$ cat src/rtl/pwm_update_sched.sv
// pwm_update_sched: captures SPI width commands, clamps them to servo limits,
// slews both PWM compare values once per period, and falls back to neutral
// when commands stop arriving.
module pwm_update_sched #(
  parameter int unsigned MIN_W           = 24000,
  parameter int unsigned MAX_W           = 48000,
  parameter int unsigned NEUTRAL_W       = 36000,
  parameter int unsigned STEP            = 240,
  parameter int unsigned TIMEOUT_PERIODS = 25
) (
  input  logic        CLK,
  input  logic        RST,
  input  logic        cmd_valid,
  input  logic [31:0] cmd_data,
  output logic        cmd_ready,
  input  logic        period_start,
  output logic [15:0] width_1,
  output logic [15:0] width_2,
  output logic        ramping,
  output logic        failsafe,
  output logic        clamp_evt
);

  typedef enum logic {
    ST_SAFE,
    ST_RUN
  } state_t;

  state_t      state_q, state_d;
  logic [15:0] w1_q, w1_d, w2_q, w2_d;
  logic [15:0] tgt1_q, tgt1_d, tgt2_q, tgt2_d;
  logic [31:0] cnt_q, cnt_d;
  logic        ramp_q, ramp_d;
  logic        clamp_q, clamp_d;
  logic        accept;
  logic [15:0] f1, f2;
  logic        c1, c2;

  // Map a raw command field onto a legal target: 0 = off, else [MIN_W, MAX_W].
  function automatic logic [15:0] clamp_field(input logic [15:0] f);
    logic [15:0] r;
    if (f == '0)                  r = '0;
    else if (f < 16'(MIN_W))      r = 16'(MIN_W);
    else if (f > 16'(MAX_W))      r = 16'(MAX_W);
    else                          r = f;
    return r;
  endfunction

  function automatic logic field_clamped(input logic [15:0] f);
    return (f != '0) && ((f < 16'(MIN_W)) || (f > 16'(MAX_W)));
  endfunction

  // One bounded step toward the target in 17-bit arithmetic; never overshoots.
  function automatic logic [16:0] slew(input logic [16:0] w, input logic [16:0] t);
    logic [16:0] r;
    logic [16:0] diff;
    diff = '0;
    if (t == '0) begin
      r = '0;
    end else if (w == '0) begin
      r = t;
    end else if (t >= w) begin
      diff = t - w;
      r    = (diff <= 17'(STEP)) ? t : w + 17'(STEP);
    end else begin
      diff = w - t;
      r    = (diff <= 17'(STEP)) ? t : w - 17'(STEP);
    end
    return r;
  endfunction

  assign cmd_ready = !RST;
  assign accept    = cmd_valid && cmd_ready;
  assign f1        = cmd_data[31:16];
  assign f2        = cmd_data[15:0];
  assign c1        = field_clamped(f1);
  assign c2        = field_clamped(f2);

  // Next-state: width updates use the pre-command targets; a command beats
  // both a simultaneous period_start count and a pending timeout.
  always_comb begin
    state_d = state_q;
    tgt1_d  = tgt1_q;
    tgt2_d  = tgt2_q;
    cnt_d   = cnt_q;
    w1_d    = w1_q;
    w2_d    = w2_q;

    if (period_start) begin
      w1_d = 16'(slew({1'b0, w1_q}, {1'b0, tgt1_q}));
      w2_d = 16'(slew({1'b0, w2_q}, {1'b0, tgt2_q}));
    end

    if (accept) begin
      tgt1_d  = clamp_field(f1);
      tgt2_d  = clamp_field(f2);
      state_d = ST_RUN;
      cnt_d   = '0;
    end else if (state_q == ST_RUN && TIMEOUT_PERIODS != 0) begin
      if (cnt_q == 32'(TIMEOUT_PERIODS)) begin
        tgt1_d  = 16'(NEUTRAL_W);
        tgt2_d  = 16'(NEUTRAL_W);
        state_d = ST_SAFE;
        cnt_d   = '0;
      end else if (period_start) begin
        cnt_d = cnt_q + 32'd1;
      end
    end

    clamp_d = accept && (c1 || c2);
    ramp_d  = (w1_d != tgt1_d) || (w2_d != tgt2_d);
  end

  // State registers with synchronous reset taking priority over everything.
  always_ff @(posedge CLK) begin
    if (RST) begin
      state_q <= ST_SAFE;
      w1_q    <= 16'(NEUTRAL_W);
      w2_q    <= 16'(NEUTRAL_W);
      tgt1_q  <= 16'(NEUTRAL_W);
      tgt2_q  <= 16'(NEUTRAL_W);
      cnt_q   <= '0;
      ramp_q  <= 1'b0;
      clamp_q <= 1'b0;
    end else begin
      state_q <= state_d;
      w1_q    <= w1_d;
      w2_q    <= w2_d;
      tgt1_q  <= tgt1_d;
      tgt2_q  <= tgt2_d;
      cnt_q   <= cnt_d;
      ramp_q  <= ramp_d;
      clamp_q <= clamp_d;
    end
  end

  assign width_1   = w1_q;
  assign width_2   = w2_q;
  assign ramping   = ramp_q;
  assign failsafe  = (state_q == ST_SAFE);
  assign clamp_evt = clamp_q;

endmodule
$ cat config.mk
export PLATFORM = sky130hd
export DESIGN_NAME = pwm_update_sched
export DESIGN_NICKNAME = d
export VERILOG_FILES = /design/src/rtl/pwm_update_sched.sv
export SDC_FILE = /design/constraint.sdc
export NUM_CORES = 1
export LEC_CHECK = 0
export CORE_MARGIN = 10
export CORE_UTILIZATION = 35
export CTS_BUF_LIST = sky130_fd_sc_hd__clkbuf_8 sky130_fd_sc_hd__clkbuf_16
export CTS_CLUSTER_SIZE = 10
export DETAILED_ROUTE_END_ITERATION = 10
export GPL_ROUTABILITY_DRIVEN = 1
export MAX_ROUTING_LAYER = met4
export SETUP_SLACK_MARGIN = 0.4
export SYNTH_ARGS = -nofsm -noshare
export SYNTH_HDL_FRONTEND = slang
export SYNTH_SLANG_ARGS = --single-unit
$ cat constraint.sdc
create_clock -name CLK -period 5 [get_ports CLK]
set_input_delay 1.25 -clock CLK [delete_from_list [all_inputs] [get_ports CLK]]
set_output_delay 1.25 -clock CLK [all_outputs]
set_load 0.01 [all_outputs]
Figure 1. Metal 4.
Scale: 2 px per µm. Supply wires on this layer in gray.
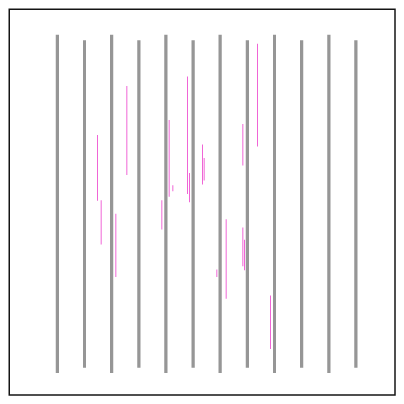
main direction: vertical
longest straight run: 58.5 µm
nets with wire on the layer: 15

Figure 2. Met1 routing.
Scale: 3 px per µm. Supply wires on this layer in gray. Cells faint in the background.
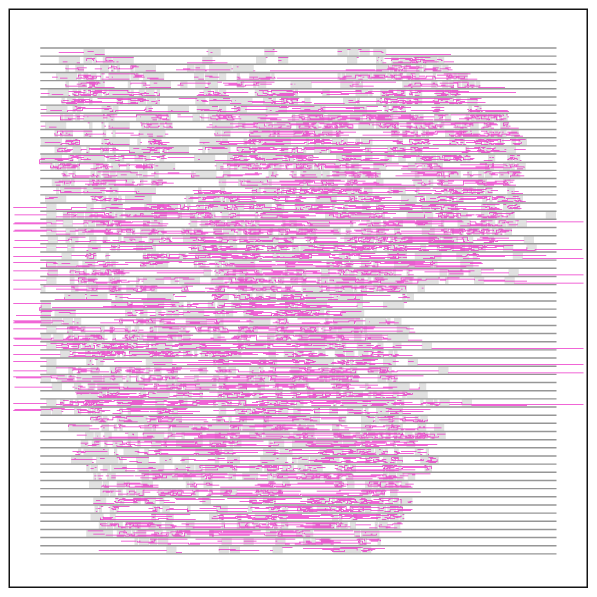
main direction: horizontal
share of all routed wire: 48%

==> flow_summary.json <==
{
  "top_cells_by_area": "dfxtp_1 19%, ha_1 8.4%, nor2_1 5.8%",
  "grt-ovfl-total": 0,
  "yosysCellCount": 1454,
  "top_usage_layer": "met1",
  "cp_max_fo": 8,
  "largestClassByArea": "logic gates",
  "total_power_uw": 5510,
  "coreArea_um2": 29000,
  "met3WireLength_um": 3340,
  "min_to": "cnt_q[31]",
  "wl_met2_um": 17500,
  "grt_pass1_wl_um": 63500,
  "top_register": "cnt_q",
  "finalHoldViolations": 0,
  "crit_required_ns": 5.21,
  "io_pins": 72,
  "p_seq_share_pct": 16.4,
  "syn_inst": 1454,
  "ff_type": "dfxtp_1",
  "worst-r2r-cell-count": 18,
  "clkCellAreaFrac_pct": 2.22,
  "nonClkBufAreaFrac_pct": 13.8,
  "nWellTaps": 384,
  "seq_power_uw": 905,
  "fin_ws_ns": 0.429,
  "use_met1_pct": 32.1,
  "placed_area_um2": 12300,
  "cts_buffer_depth": 2,
  "logic_area_um2": 8280,
  "ys_sh_simple_pct": 29.0,
  "cts-root-buf": "clkbuf_16",
  "top_logic_kind": "AND-OR/OR-AND gates",
  "cpPeakStageDelay_ns": 0.53,
  "finalNetCount": 1722,
  "r2r_setup_slack_ns": 0.43,
  "avgSynthCellArea_um2": 7.14,
  "setup_violations": 0,
  "post_cts_buffers": 1,
  "top_cells_by_count": "160 x nor2_1, 125 x nand2_1, 107 x a21oi_1, 99 x dfxtp_1, 85 x inv_1",
  "cts_resized": 28,
  "layout_min_cycle_time_ns": 4.57,
  "hold_path_class": "reg -> reg",
  "syn-cell-area_um2": 10400,
  "synth_dominant_cell_count": "nor2_1",
  "drc_errors": 0,
  "synthArstFlopShare_pct": 0,
  "antenna_found_initial": 0,
  "post-dp-hpwl_um": 32700,
  "worst-path-stages": 18,
  "power.internal_uw": 2830,
  "n_all_inverters": 86,
  "status": "finished clean",
  "clkbuf_count": 9,
  "crit_path_end_kind": "register",
  "seq_cell_count": 99,
  "xor_share_pct": 6.92,
  "cts_tree": "built",
  "p_sw_share_pct": 48.6,
  "fin_cells": 2005,
  "ant_nets": 0,
  "leakagePower_uw": 0.00522,
  "highest_layer": "met4",
  "die-height_um": 192,
  "min_path_cells": 2
}
